$ cat src/rtl/sort_frame_loader.sv
// sort_frame_loader: gathers N words into a registered frame, launches the sorter, waits for done (SORT_LOADER_SHORT_FRAME_EN adds in_last short frames padded with all-ones)
module sort_frame_loader #(
  parameter int N     = 6,
  parameter int WIDTH = 8
) (
  input  logic                   clk,
  input  logic                   rst,
  input  logic                   in_valid,
  output logic                   in_ready,
  input  logic [WIDTH-1:0]       in_data,
`ifdef SORT_LOADER_SHORT_FRAME_EN
  input  logic                   in_last,
`endif
  output logic [WIDTH-1:0]       frame_data [N],
  output logic                   sort_start,
  input  logic                   sort_done,
  output logic [$clog2(N+1)-1:0] frame_len,
  output logic                   busy
);
  localparam int IW = $clog2(N);
  localparam int LW = $clog2(N+1);
  typedef enum logic [1:0] {FILL, LAUNCH, WAIT} state_t;
  state_t state;
  logic [IW-1:0] wr_idx;
  logic accept, last;
  assign in_ready = state == FILL && !rst;
  assign accept = in_valid && in_ready;
`ifdef SORT_LOADER_SHORT_FRAME_EN
  assign last = wr_idx == IW'(N-1) || in_last;
`else
  assign last = wr_idx == IW'(N-1);
`endif
  // frame capture, padding and FILL -> LAUNCH -> WAIT sequencing with registered outputs
  always_ff @(posedge clk) begin
    if (rst) begin
      state      <= FILL;
      wr_idx     <= '0;
      frame_len  <= '0;
      sort_start <= 1'b0;
      busy       <= 1'b0;
      for (int i = 0; i < N; i++) frame_data[i] <= '0;
    end else begin
      sort_start <= 1'b0;
      case (state)
        FILL: if (accept) begin
          for (int i = 0; i < N; i++)
            if (IW'(i) == wr_idx) frame_data[i] <= in_data;
`ifdef SORT_LOADER_SHORT_FRAME_EN
            else if (in_last && IW'(i) > wr_idx) frame_data[i] <= '1;
`endif
          if (last) begin
            state      <= LAUNCH;
            wr_idx     <= '0;
            frame_len  <= LW'(wr_idx) + LW'(1);
            sort_start <= 1'b1;
            busy       <= 1'b1;
          end else begin
            wr_idx <= wr_idx + IW'(1);
          end
        end
        LAUNCH: state <= WAIT;
        WAIT: if (sort_done) begin
          state <= FILL;
          busy  <= 1'b0;
        end
        default: state <= FILL;
      endcase
    end
  end
endmodule

$ cat config.mk
export PLATFORM = sky130hd
export DESIGN_NAME = sort_frame_loader
export DESIGN_NICKNAME = d
export VERILOG_FILES = /design/src/rtl/sort_frame_loader.sv
export SDC_FILE = /design/constraint.sdc
export NUM_CORES = 1
export LEC_CHECK = 0
export CORE_UTILIZATION = 25
export CTS_BUF_LIST = sky130_fd_sc_hd__clkbuf_8 sky130_fd_sc_hd__clkbuf_16
export CTS_CLUSTER_SIZE = 8
export DETAILED_ROUTE_END_ITERATION = 16
export HOLD_SLACK_MARGIN = 0.15
export SLEW_MARGIN = 20
export SYNTH_ARGS = -nofsm -noshare
export SYNTH_HDL_FRONTEND = slang
export SYNTH_SLANG_ARGS = --single-unit
export TNS_END_PERCENT = 100
$ cat constraint.sdc
create_clock -name clk -period 2.1 [get_ports clk]
set_clock_uncertainty 0.05 [all_clocks]
set_input_delay 0.21 -clock clk [delete_from_list [all_inputs] [get_ports clk]]
set_output_delay 0.21 -clock clk [all_outputs]
set_load 0.05 [all_outputs]
Figure 1. Routing congestion map (run 1).
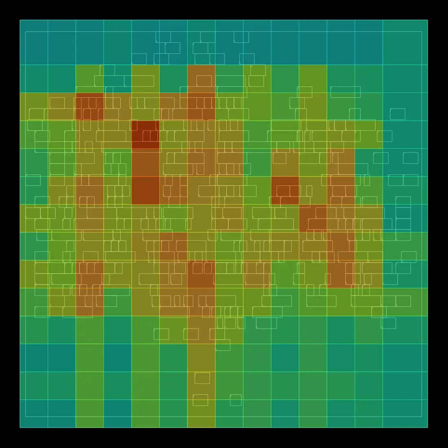
met3 Track Usage GR: 5.06%
routing usage on met2: 22.9%
final core occ: 35.9%
GRT busiest layer: met2

Figure 2. Gate families picked out (run 1).
Drawn at 4 px/µm.
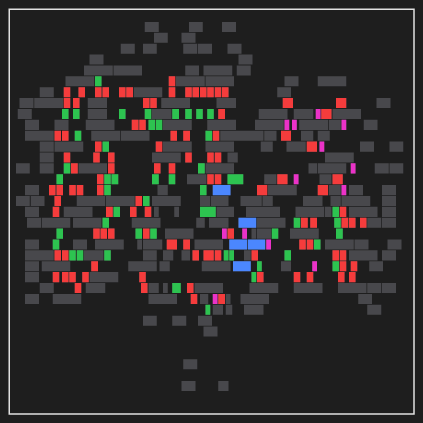
- magenta: inv cells (cells 13; most used inv_1)
- red: aoi and oai cells (cells 102; most used a21oi_1)
- blue: fa/ha/maj cells (cells 5; most used ha_1; where centre)
- green: nand cells (cells 49; most used nand3_1)

Figure 3. Sequential cells coloured by netlist name (run 1).
Drawn at 4 px/µm. Other sequential cells in the stronger grey, the rest of the logic in the fainter grey.
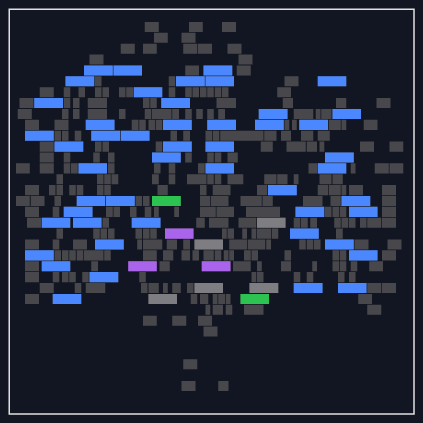
- blue: frame_data (sequential cells 48)
- purple: frame_len (sequential cells 3)
- green: state (sequential cells 2)
- not coloured: 5

Figure 4. The metal 2 layer (run 1).
Drawn at 3 px/µm.
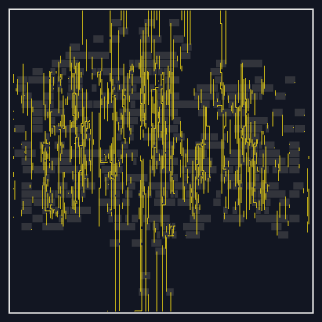
- wire length on this layer: 3250 µm
- nets with wire on the layer: 294
- longest straight run: 38.2 µm

==> flow_metrics.py, run 1 <==
# Flow results
metrics = {
    "die": {
        "coreArea_um2": 9330,
        "dieHeight_um": 101,
        "fp_util_pct": 26.2,
    },
    "power": {
        "power_frac_clock_pct": 43.6,
        "ir_drop_v": 0.000410,
        "p_switching_uw": 602,
        "pwr.group.clock_uw": 1060,
        "p_total_uw": 2430,
    },
    "synthesis": {
        "ys_seq_elements": 58,
        "async_reset_ff_share_pct": 0,
        "synthCells": 282,
        "ys_seq_share_pct": 47.6,
        "ys_top_logic_family": "AND-OR/OR-AND gates",
        "ys_sh_aoi_pct": 24.9,
        "synth_top_area_share_pct": 47.6,
        "synth-simple-area-share_pct": 15.8,
    },
    "route": {
        "drc": 0,
        "wl_met3_um": 498,
        "wl_met1_mm": 3.37,
        "routed_via_density": 4.87,
        "post_drt_wl_per_cell_um": 15.3,
        "num_vias": 2287,
    },
    "min_path": {
        "whs_endpoint": "state[1]",
        "whs_path_depth": 2,
        "hp-class": "in2reg",
    },
    "global_routing": {
        "grt_pass1_wl_mm": 11.5,
        "antenna_found_initial": 0,
        "grt_max_degree": 32,
        "grt_pass1_vias": 2175,
    },
    "final_timing": {
        "tns_ns": 0,
        "finalWorstSetupSlack_ns": 0.254,
        "hold_ws_ns": 0.191,
        "finalCritPeriodShare_pct": 87.9,
        "min_period_ns": 1.85,
    },
    "final_layout": {
        "design.seq.count": 58,
        "ff_latch_area_um2": 1160,
        "layout.nonclk_buf_share_pct": 21.2,
        "area_growth_pct": 37.4,
        "largest_reg_flops": 48,
        "inverters": 13,
        "logic_area_um2": 1070,
        "clkCellAreaFrac_pct": 6.08,
        "nets": 354,
        "buffers": 74,
    },
    "clock_network": {
        "post_cts_buffers": 0,
        "clk_pin_slew_ns": 0.06,
        "cts_tree": "built",
        "clock_latency_ns": 0.34,
        "holdBufCountCts": 0,
    },
    "critical_path": {
        "rr_worst_depth": 5,
        "worstSetupPathDepth": 5,
    },
    "run": {
        "log.warning_count": 29,
    },
    "run_status": {
        "status": "finished clean",
    },
    "placed_design": {
        "dp_slack_ns": 0.267,
        "place_area_um2": 3150,
    },
}
--- run 2 (diff from run 1) ---
GPL_ROUTABILITY_DRIVEN = 0   (was unset)
SKIP_CTS_REPAIR_TIMING = 1   (was unset)
Figure 5. Sequential cells coloured by netlist name (run 2).
Drawn at 4 px/µm. Other sequential cells in the stronger grey, the rest of the logic in the fainter grey.
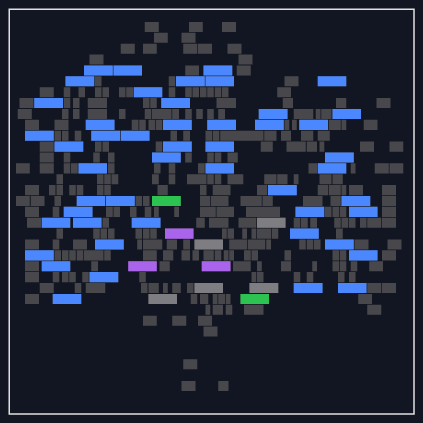
- blue: frame_data (sequential cells 48)
- green: state (sequential cells 2)
- purple: frame_len (sequential cells 3)

==> flow_metrics.py, run 2 <==
# Flow results
metrics = {
    "run_status": {
        "status": "finished clean",
    },
    "critical_path": {
        "worstSetupPathDepth": 5,
        "rr_worst_depth": 5,
        "slowest_stage": "nor4b_4",
        "rrSetupSlack_ns": 0.25,
        "r2r-end": "frame_data[31]",
        "cp-end-kind": "register",
    },
    "final_timing": {
        "hold_ws_ns": 0.191,
        "min_period_ns": 1.85,
        "finalWorstSetupSlack_ns": 0.254,
        "tns_ns": 0,
        "drv_slew": 0,
        "finalCritPeriodShare_pct": 87.9,
        "worstMarginPinSlew_ns": 0.757,
    },
    "route": {
        "totalWireLength_mm": 7.19,
        "post_drt_wl_per_cell_um": 15.3,
        "wl_met3_um": 498,
        "num_vias": 2287,
        "routed_via_density": 4.87,
        "antenna_left": 0,
        "drc": 0,
        "wl_met1_mm": 3.37,
    },
    "synthesis": {
        "ys_area_um2": 2440,
        "synth-simple-area-share_pct": 15.8,
        "ys_sh_aoi_pct": 24.9,
        "async_reset_ff_share_pct": 0,
        "synth_top_area_share_pct": 47.6,
        "ys_seq_share_pct": 47.6,
        "synthCells": 282,
        "ys_seq_elements": 58,
        "ys_top_logic_family": "AND-OR/OR-AND gates",
        "synth.area.mux_share_pct": 0.410,
        "edf_count": 0,
    },
    "power": {
        "p_switching_uw": 602,
        "p_total_uw": 2430,
        "p_seq_uw": 1130,
        "switching_share_pct": 24.8,
        "ir_drop_v": 0.000410,
        "pg_comb_uw": 242,
    },
    "global_routing": {
        "antenna_found_initial": 0,
        "use_met2_pct": 22.9,
        "grt-ovfl-total": 0,
        "grt_pass1_wl_mm": 11.5,
        "grt_max_degree": 32,
        "top_usage_layer": "met2",
        "grt_pass1_vias": 2175,
        "gr-usage-met1_pct": 19.9,
        "met3_usage_pct": 5.06,
    },
    "final_layout": {
        "clkCellAreaFrac_pct": 6.08,
        "buffers": 74,
        "largest_reg_flops": 48,
        "diodes": 0,
        "logic_area_um2": 1070,
        "nets": 354,
        "area_growth_pct": 37.4,
        "inverters": 13,
        "layout.nonclk_buf_share_pct": 21.2,
        "fin_util_pct": 35.9,
        "ff_latch_area_um2": 1160,
        "design.seq.count": 58,
    },
    "min_path": {
        "hp-class": "in2reg",
        "whs_endpoint": "state[1]",
        "whs_path_depth": 2,
    },
    "clock_network": {
        "cts_tree": "built",
        "clock_latency_ns": 0.34,
        "htreeDepth": 3,
        "clk_pin_slew_ns": 0.06,
    },
    "placed_design": {
        "dp_slack_ns": 0.267,
        "dp_hpwl_mm": 4.76,
        "place_area_um2": 3150,
    },
    "die": {
        "coreArea_um2": 9330,
        "dieHeight_um": 101,
    },
    "run": {
        "log.warning_count": 29,
    },
}
Figure 6. A small window of the routed layout (run 2).
Region (30, 51) to (70, 91) µm. Cells in grey, sequential cells in the stronger grey; small squares are vias.
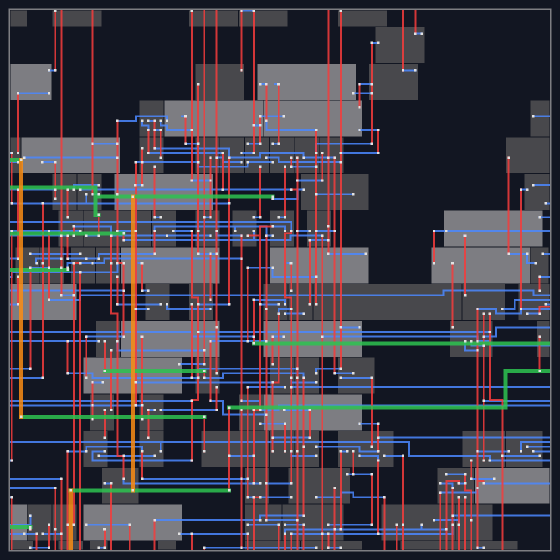
- red: metal 2
- orange: metal 4
- green: metal 3
- blue: metal 1
- netlist names of flops here include: frame_data (15), state (1)
- most frequent: dfxtp_1 (16), nand3_1 (13), a21oi_1 (13)
- cells with their middle in the window: 78
- sequential cells in the window: 16

Figure 7. Routing congestion map (run 2).
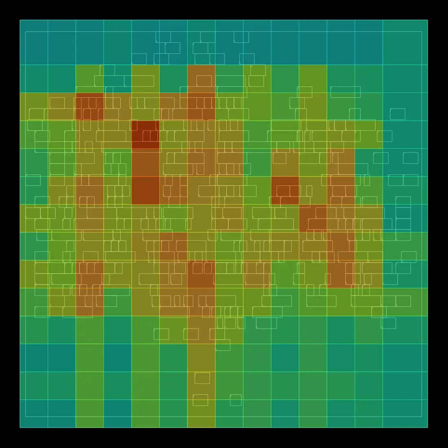

--- run 3 (diff from run 2) ---
SETUP_SLACK_MARGIN = 0.4   (was unset)
clock period = 2 ns   (was 2.1 ns; I/O delays follow)
Figure 8. Routing congestion map (run 3).
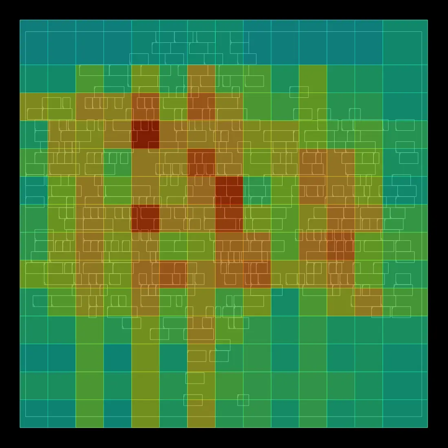
met3 Track Usage GR: 4.23%
final core occ: 38.3%

==> flow_metrics.py, run 3 <==
# Flow results
metrics = {
    "run_status": {
        "status": "finished clean",
    },
    "final_timing": {
        "finalWorstSetupSlack_ns": 0.456,
        "drv_slew": 0,
        "worstMarginPinSlew_ns": 0.527,
        "hold_ws_ns": 0.259,
        "max_slew_margin_pct": 64.8,
        "min_period_ns": 1.54,
        "finalCritPeriodShare_pct": 77.2,
        "tns_ns": 0,
    },
    "global_routing": {
        "grt-ovfl-total": 0,
        "use_met2_pct": 22.4,
        "grt_max_degree": 30,
        "top_usage_layer": "met2",
        "gr-usage-met1_pct": 19.9,
        "antenna_found_initial": 0,
        "grt_pass1_vias": 2168,
    },
    "clock_network": {
        "numCtsBuffers": 9,
        "htreeDepth": 3,
        "cts_tree": "built",
        "clock_latency_ns": 0.34,
        "clk_pin_slew_ns": 0.07,
    },
    "final_layout": {
        "design.seq.count": 58,
        "n_clock_buffer": 9,
        "inverters": 13,
        "dominant_cells": "sequential cells",
        "layout.nonclk_buf_share_pct": 25.6,
        "final_cell_mix": "dfxtp_1 (55), dlymetal6s2s_1 (53), a21oi_1 (48)",
        "clkCellAreaFrac_pct": 5.43,
        "largest_reg_flops": 48,
        "area_growth_pct": 46.4,
        "ff_latch_area_um2": 1160,
        "logic_area_um2": 1090,
        "nets": 361,
        "buffers": 81,
    },
    "synthesis": {
        "synthCells": 282,
        "synth.area.mux_share_pct": 0.410,
        "synth_top_area_share_pct": 47.6,
        "async_reset_ff_share_pct": 0,
        "ys_seq_elements": 58,
        "ys_sh_aoi_pct": 24.9,
        "edf_count": 0,
        "synth-simple-area-share_pct": 15.8,
        "ys_seq_share_pct": 47.6,
        "ys_area_um2": 2440,
        "top_cells_by_count": "dfxtp_1 (58), a21oi_1 (48), nand3_1 (41), o21ai_0 (35), inv_1 (13)",
    },
    "critical_path": {
        "rr_worst_depth": 6,
        "worstSetupPathDepth": 6,
        "cp_top_family": "flip-flops",
        "r2r_start": "wr_idx[0]",
        "slowest_stage": "dfxtp_2",
        "setup.worst_path.start_class": "register",
        "worst-path-buf-inv": 2,
        "cp-end-kind": "register",
        "r2r-end": "frame_data[25]",
    },
    "min_path": {
        "hp-class": "in2reg",
        "whs_endpoint": "frame_data[17]",
    },
    "die": {
        "coreArea_um2": 9330,
        "fp_util_pct": 26.2,
    },
    "power": {
        "power_density_nw_per_um2": 708,
        "power_frac_clock_pct": 42.4,
        "switching_share_pct": 27.2,
        "pg_comb_uw": 270,
        "internal-power_uw": 1840,
        "p_total_uw": 2530,
        "pwr.group.clock_uw": 1070,
        "p_switching_uw": 687,
        "ir_drop_v": 0.000355,
    },
    "run": {
        "log.warning_count": 30,
    },
    "placed_design": {
        "place_area_um2": 3190,
        "dp_hpwl_mm": 4.76,
        "dp_slack_ns": 0.137,
    },
    "route": {
        "antenna_left": 0,
        "drc": 0,
        "totalWireLength_mm": 7.38,
        "post_drt_wl_per_cell_um": 15.4,
        "wl_met1_mm": 3.43,
        "wl_met3_um": 571,
        "num_vias": 2319,
    },
}
Figure 9. A small window of the routed layout (run 3).
Region (30, 51) to (70, 91) µm. Cells in grey, sequential cells in the stronger grey; small squares are vias.
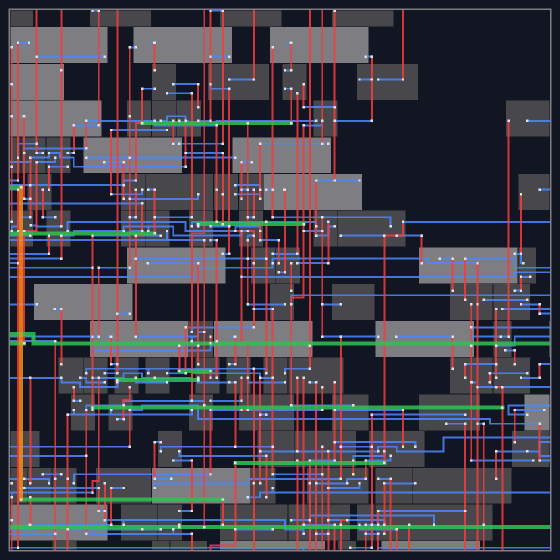
- blue: metal 1
- red: metal 2
- green: metal 3
- orange: metal 4
- most frequent: dfxtp_1 (16), o21ai_0 (14)
- cells with their middle in the window: 85
- netlist names of flops here include: frame_data (16)
- sequential cells in the window: 16

Power and IR drop assume default switching activity.
